`config.mk`:
```
export PLATFORM = sky130hd
export DESIGN_NAME = axis_fifo_wr_arb
export DESIGN_NICKNAME = d
export VERILOG_FILES = /design/src/rtl/axis_fifo_wr_arb.sv
export SDC_FILE = /design/constraint.sdc
export NUM_CORES = 1
export LEC_CHECK = 0
export CAP_MARGIN = 40
export CELL_PAD_IN_SITES_DETAIL_PLACEMENT = 0
export CELL_PAD_IN_SITES_GLOBAL_PLACEMENT = 1
export CORE_MARGIN = 3
export CORE_UTILIZATION = 12
export CTS_BUF_LIST = sky130_fd_sc_hd__clkbuf_8 sky130_fd_sc_hd__clkbuf_16
export CTS_CLUSTER_DIAMETER = 80
export DETAILED_ROUTE_END_ITERATION = 8
export PLACE_DENSITY_LB_ADDON = 0.08
export SYNTH_ARGS = -nofsm -noshare
export SYNTH_HDL_FRONTEND = slang
export SYNTH_SLANG_ARGS = --single-unit
export TNS_END_PERCENT = 5
```
`constraint.sdc`:
```
create_clock -name clk_i -period 1.5 [get_ports clk_i]
set_clock_uncertainty 0.15 [all_clocks]
set_input_delay 0.3 -clock clk_i [delete_from_list [all_inputs] [get_ports clk_i]]
set_output_delay 0.3 -clock clk_i [all_outputs]
set_load 0.1 [all_outputs]
```
`src/rtl/axis_fifo_wr_arb.sv`:
```
// axis_fifo_wr_arb: round-robin arbiter that lets NUM_REQ AXI-Stream requesters
// take turns writing whole packets into one downstream FIFO.
// Ports:
//   clk_i            single clock, all state on its rising edge
//   s_rst_i          synchronous active-high reset
//   s_axis_tdata_i   requester data, requester k at [k*DATA_WIDTH +: DATA_WIDTH]
//   s_axis_tvalid_i  per-requester valid
//   s_axis_tlast_i   per-requester end of packet
//   s_axis_tready_o  per-requester ready (only the granted lane, only when FIFO not full)
//   fifo_wr_en_o     FIFO write strobe
//   fifo_data_o      FIFO word {[src id], tlast, tdata}
//   fifo_full_i      FIFO full
//   grant_o          one-hot grant, zero when idle
//   busy_o           high while a packet is in transfer
// Build macro ARB_SRC_ID_EN: when defined, the granted requester index is
// prepended to every FIFO word.
module axis_fifo_wr_arb #(
    parameter int DATA_WIDTH = 32,
    parameter int NUM_REQ = 4,
    localparam int ID_W = $clog2(NUM_REQ),
`ifdef ARB_SRC_ID_EN
    localparam int FIFO_W = DATA_WIDTH + 1 + ID_W
`else
    localparam int FIFO_W = DATA_WIDTH + 1
`endif
) (
    input  logic                          clk_i,
    input  logic                          s_rst_i,
    input  logic [NUM_REQ*DATA_WIDTH-1:0] s_axis_tdata_i,
    input  logic [NUM_REQ-1:0]            s_axis_tvalid_i,
    input  logic [NUM_REQ-1:0]            s_axis_tlast_i,
    output logic [NUM_REQ-1:0]            s_axis_tready_o,
    output logic                          fifo_wr_en_o,
    output logic [FIFO_W-1:0]             fifo_data_o,
    input  logic                          fifo_full_i,
    output logic [NUM_REQ-1:0]            grant_o,
    output logic                          busy_o
);
    localparam logic [0:0] IDLE = 1'b0;
    localparam logic [0:0] XFER = 1'b1;

    logic [0:0]            state;
    logic [ID_W-1:0]       last_ptr;
    logic [ID_W-1:0]       gidx;
    logic [ID_W-1:0]       nxt;
    logic [NUM_REQ-1:0]    grant;
    logic                  found;
    logic                  sel_valid;
    logic                  sel_last;
    logic                  wr;
    logic [DATA_WIDTH-1:0] sel_data;

    // First valid requester scanning upward from last_ptr+1, wrapping.
    always_comb begin
        nxt = last_ptr;
        found = 1'b0;
        for (int i = 1; i <= NUM_REQ; i++) begin
            if (!found && s_axis_tvalid_i[(int'(last_ptr) + i) % NUM_REQ]) begin
                found = 1'b1;
                nxt = ID_W'((int'(last_ptr) + i) % NUM_REQ);
            end
        end
    end

    // The grant register is one-hot in XFER and zero in IDLE, so it doubles
    // as the lane select for the data/valid/last mux.
    always_comb begin
        sel_data = '0;
        sel_last = 1'b0;
        sel_valid = 1'b0;
        for (int k = 0; k < NUM_REQ; k++) begin
            sel_data = sel_data | (s_axis_tdata_i[k*DATA_WIDTH +: DATA_WIDTH] & {DATA_WIDTH{grant[k]}});
            sel_last = sel_last | (s_axis_tlast_i[k] & grant[k]);
            sel_valid = sel_valid | (s_axis_tvalid_i[k] & grant[k]);
        end
    end

    // Outputs are also gated by reset so nothing leaks out in the cycle reset
    // is first seen, before the registers have cleared.
    assign wr              = sel_valid & ~fifo_full_i & ~s_rst_i;
    assign fifo_wr_en_o    = wr;
    assign s_axis_tready_o = grant & {NUM_REQ{~fifo_full_i & ~s_rst_i}};
    assign grant_o         = grant & {NUM_REQ{~s_rst_i}};
    assign busy_o          = (state == XFER) & ~s_rst_i;

`ifdef ARB_SRC_ID_EN
    assign fifo_data_o = {gidx, sel_last, sel_data};
`else
    assign fifo_data_o = {sel_last, sel_data};
`endif

    always_ff @(posedge clk_i) begin
        if (s_rst_i) begin
            state    <= IDLE;
            last_ptr <= ID_W'(NUM_REQ - 1);
            gidx     <= '0;
            grant    <= '0;
        end else if (state == IDLE) begin
            if (found) begin
                state <= XFER;
                gidx  <= nxt;
                grant <= NUM_REQ'(1) << nxt;
            end
        end else if (wr && sel_last) begin
            state    <= IDLE;
            last_ptr <= gidx;
            grant    <= '0;
        end
    end
endmodule

```
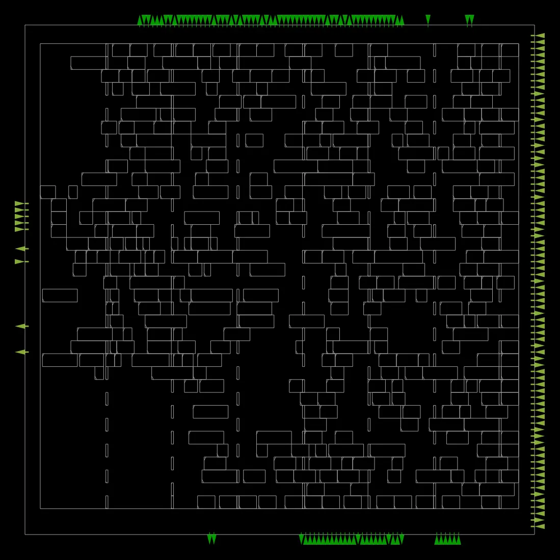
Fig. 1. Placement view (run 1).
Tap Count: 133
Final Util: 0.444
final-layout fill cell count: 939
row cnt: 36
Core Footprint: 9860 um^2

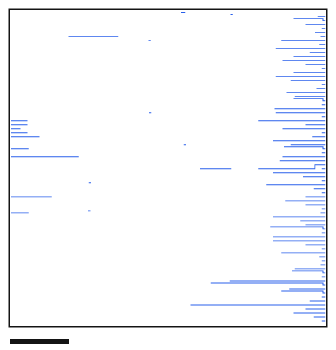
Fig. 2. The metal 3 layer (run 1).
Scale bar: 20 um.
- wire length on this layer: 843 um
- main direction: horizontal

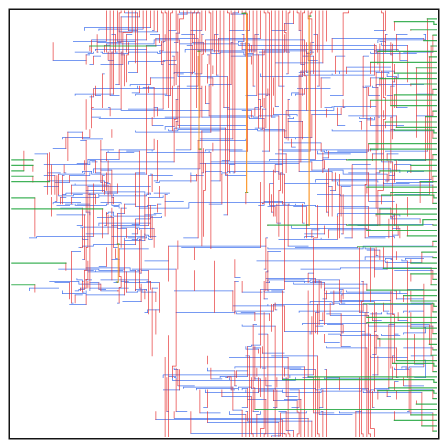
Fig. 3. Routed metal, one color a layer (run 1).
- metal 2: red (wire length 4590 um)
- metal 4: orange (wire length 131 um)
- metal 3: green (wire length 843 um)
- metal 1: blue (wire length 3890 um)

==> reports/results.ini <==
[power_and_ir_drop]
ir_worst_vdd_v = 0.000293

[cts]
clock_latency_ns = 0.23
cts_buffers = 3
clkTransAtPathRegs_ns = 0.04
cts_tree = built

[floorplanning]
chipHeight_um = 107
die_w_um = 107

[route]
antenna_left = 0
vias_per_cell = 4.48

[final_timing]
setup_ws_ns = -0.246
tns_ns = -7.28
setup_viol = 49

[run]
max-cap-violations = 0

[critical_path]
critical_path_required_ns = 1.05
critPathLaunch = grant[0]

[outcome]
violations = setup timing
status = finished, violations left

[global_routing]
grt_pass1_wl_mm = 13.8
grt_usage = 0.154

[final_layout]
seq_area_um2 = 200
final_nets = 511

[synthesis]
synth_area_per_cell_um2 = 6.84
common_cells = a22oi_1 (68), nand2_1 (35), clkbuf_1 (11), dfxtp_1 (9)

[run 1: power breakdown]
group	switching [W]	total [W]	internal [W]	leakage [nW]
sequential	0.0000226	0.000270	0.000248	0.0765
clock	0.0000955	0.000274	0.000178	0.0269
combinational	0.00111	0.00201	0.000898	1.50
[run 1: sequential cells by signal, indices dropped and copies added (netlist names)]
name / count
last_ptr: 2
state: 1
grant: 4
gidx: 2
[run 1: final timing paths]
check	slack, ns	end
max	-0.25	fifo_data_o[28]
max reg2reg	-0.15	last_ptr[1]
min	0.29	last_ptr[1]
min reg2reg	0.29	last_ptr[1]
[run 1: critical path: stages (launching register included)]
cell and delay [ns]:
dfxtp_4 0.38, buf_4 0.19, a22oi_1 0.19, nand2_1 0.12, buf_12 0.18
[run 1: metal layers]
metal | GRT usage | routed length [um]
met1 | 0.198 | 3890
met2 | 0.261 | 4590
met3 | 0.0432 | 842
met4 | 0.0265 | 131
met5 | 0 | 0
[run 1: logic make-up after synthesis]
family / count (synthesis) / share of synthesized area
compound gates: 83 / 0.492
simple gates: 63 / 0.254
buf+inv: 22 / 0.0833
flops: 9 / 0.146
mux: 3 / 0.0244
[run 1: area by class of cell]
class,count,area share
clock buffer,3,0.00942
clock inverter,1,0.000856
inverter,2,0.00171
multi-input combinational,149,0.311
sequential,9,0.0457
tap,133,0.0380
timing repair buffer,207,0.593
[run 1: placed cells by master (no fill, tap or decap), drive strengths merged, types with 3 or more instances in the layout]
cell type,instances
buf,68
nor3,3
inv,3
nand2,35
o22ai,4
dlygate4sd2,5
dfxtp,9
and2,4
clkbuf,5
o21ai,5
nor2,6
mux2i,3
clkdlybuf4s50,132
a22oi,68
nor2b,6
[run 1: metrics by stage]
| stage | utilization | worst slack (ns) |
|---|---|---|
| after CTS | 0.429 | -0.243 |
| final | 0.444 | -0.246 |
| after detailed placement | 0.394 | -0.473 |
| after global placement | 0.394 | -0.449 |
| after global routing | 0.444 | -0.286 |
| after floorplan | - | -0.398 |
[run 1: what timing repair did]
action | 4_1_cts | 5_1_grt
setup endpoints to repair | 52 | 52
pin swaps | 20 | 5
gates resized | 62 | 28
gates cloned | 3 | 1
endpoints found under the hold margin | 0 | 0
buffers inserted | 1 | 1
Power figures rest on the tool's default switching activity, not on a simulated workload.
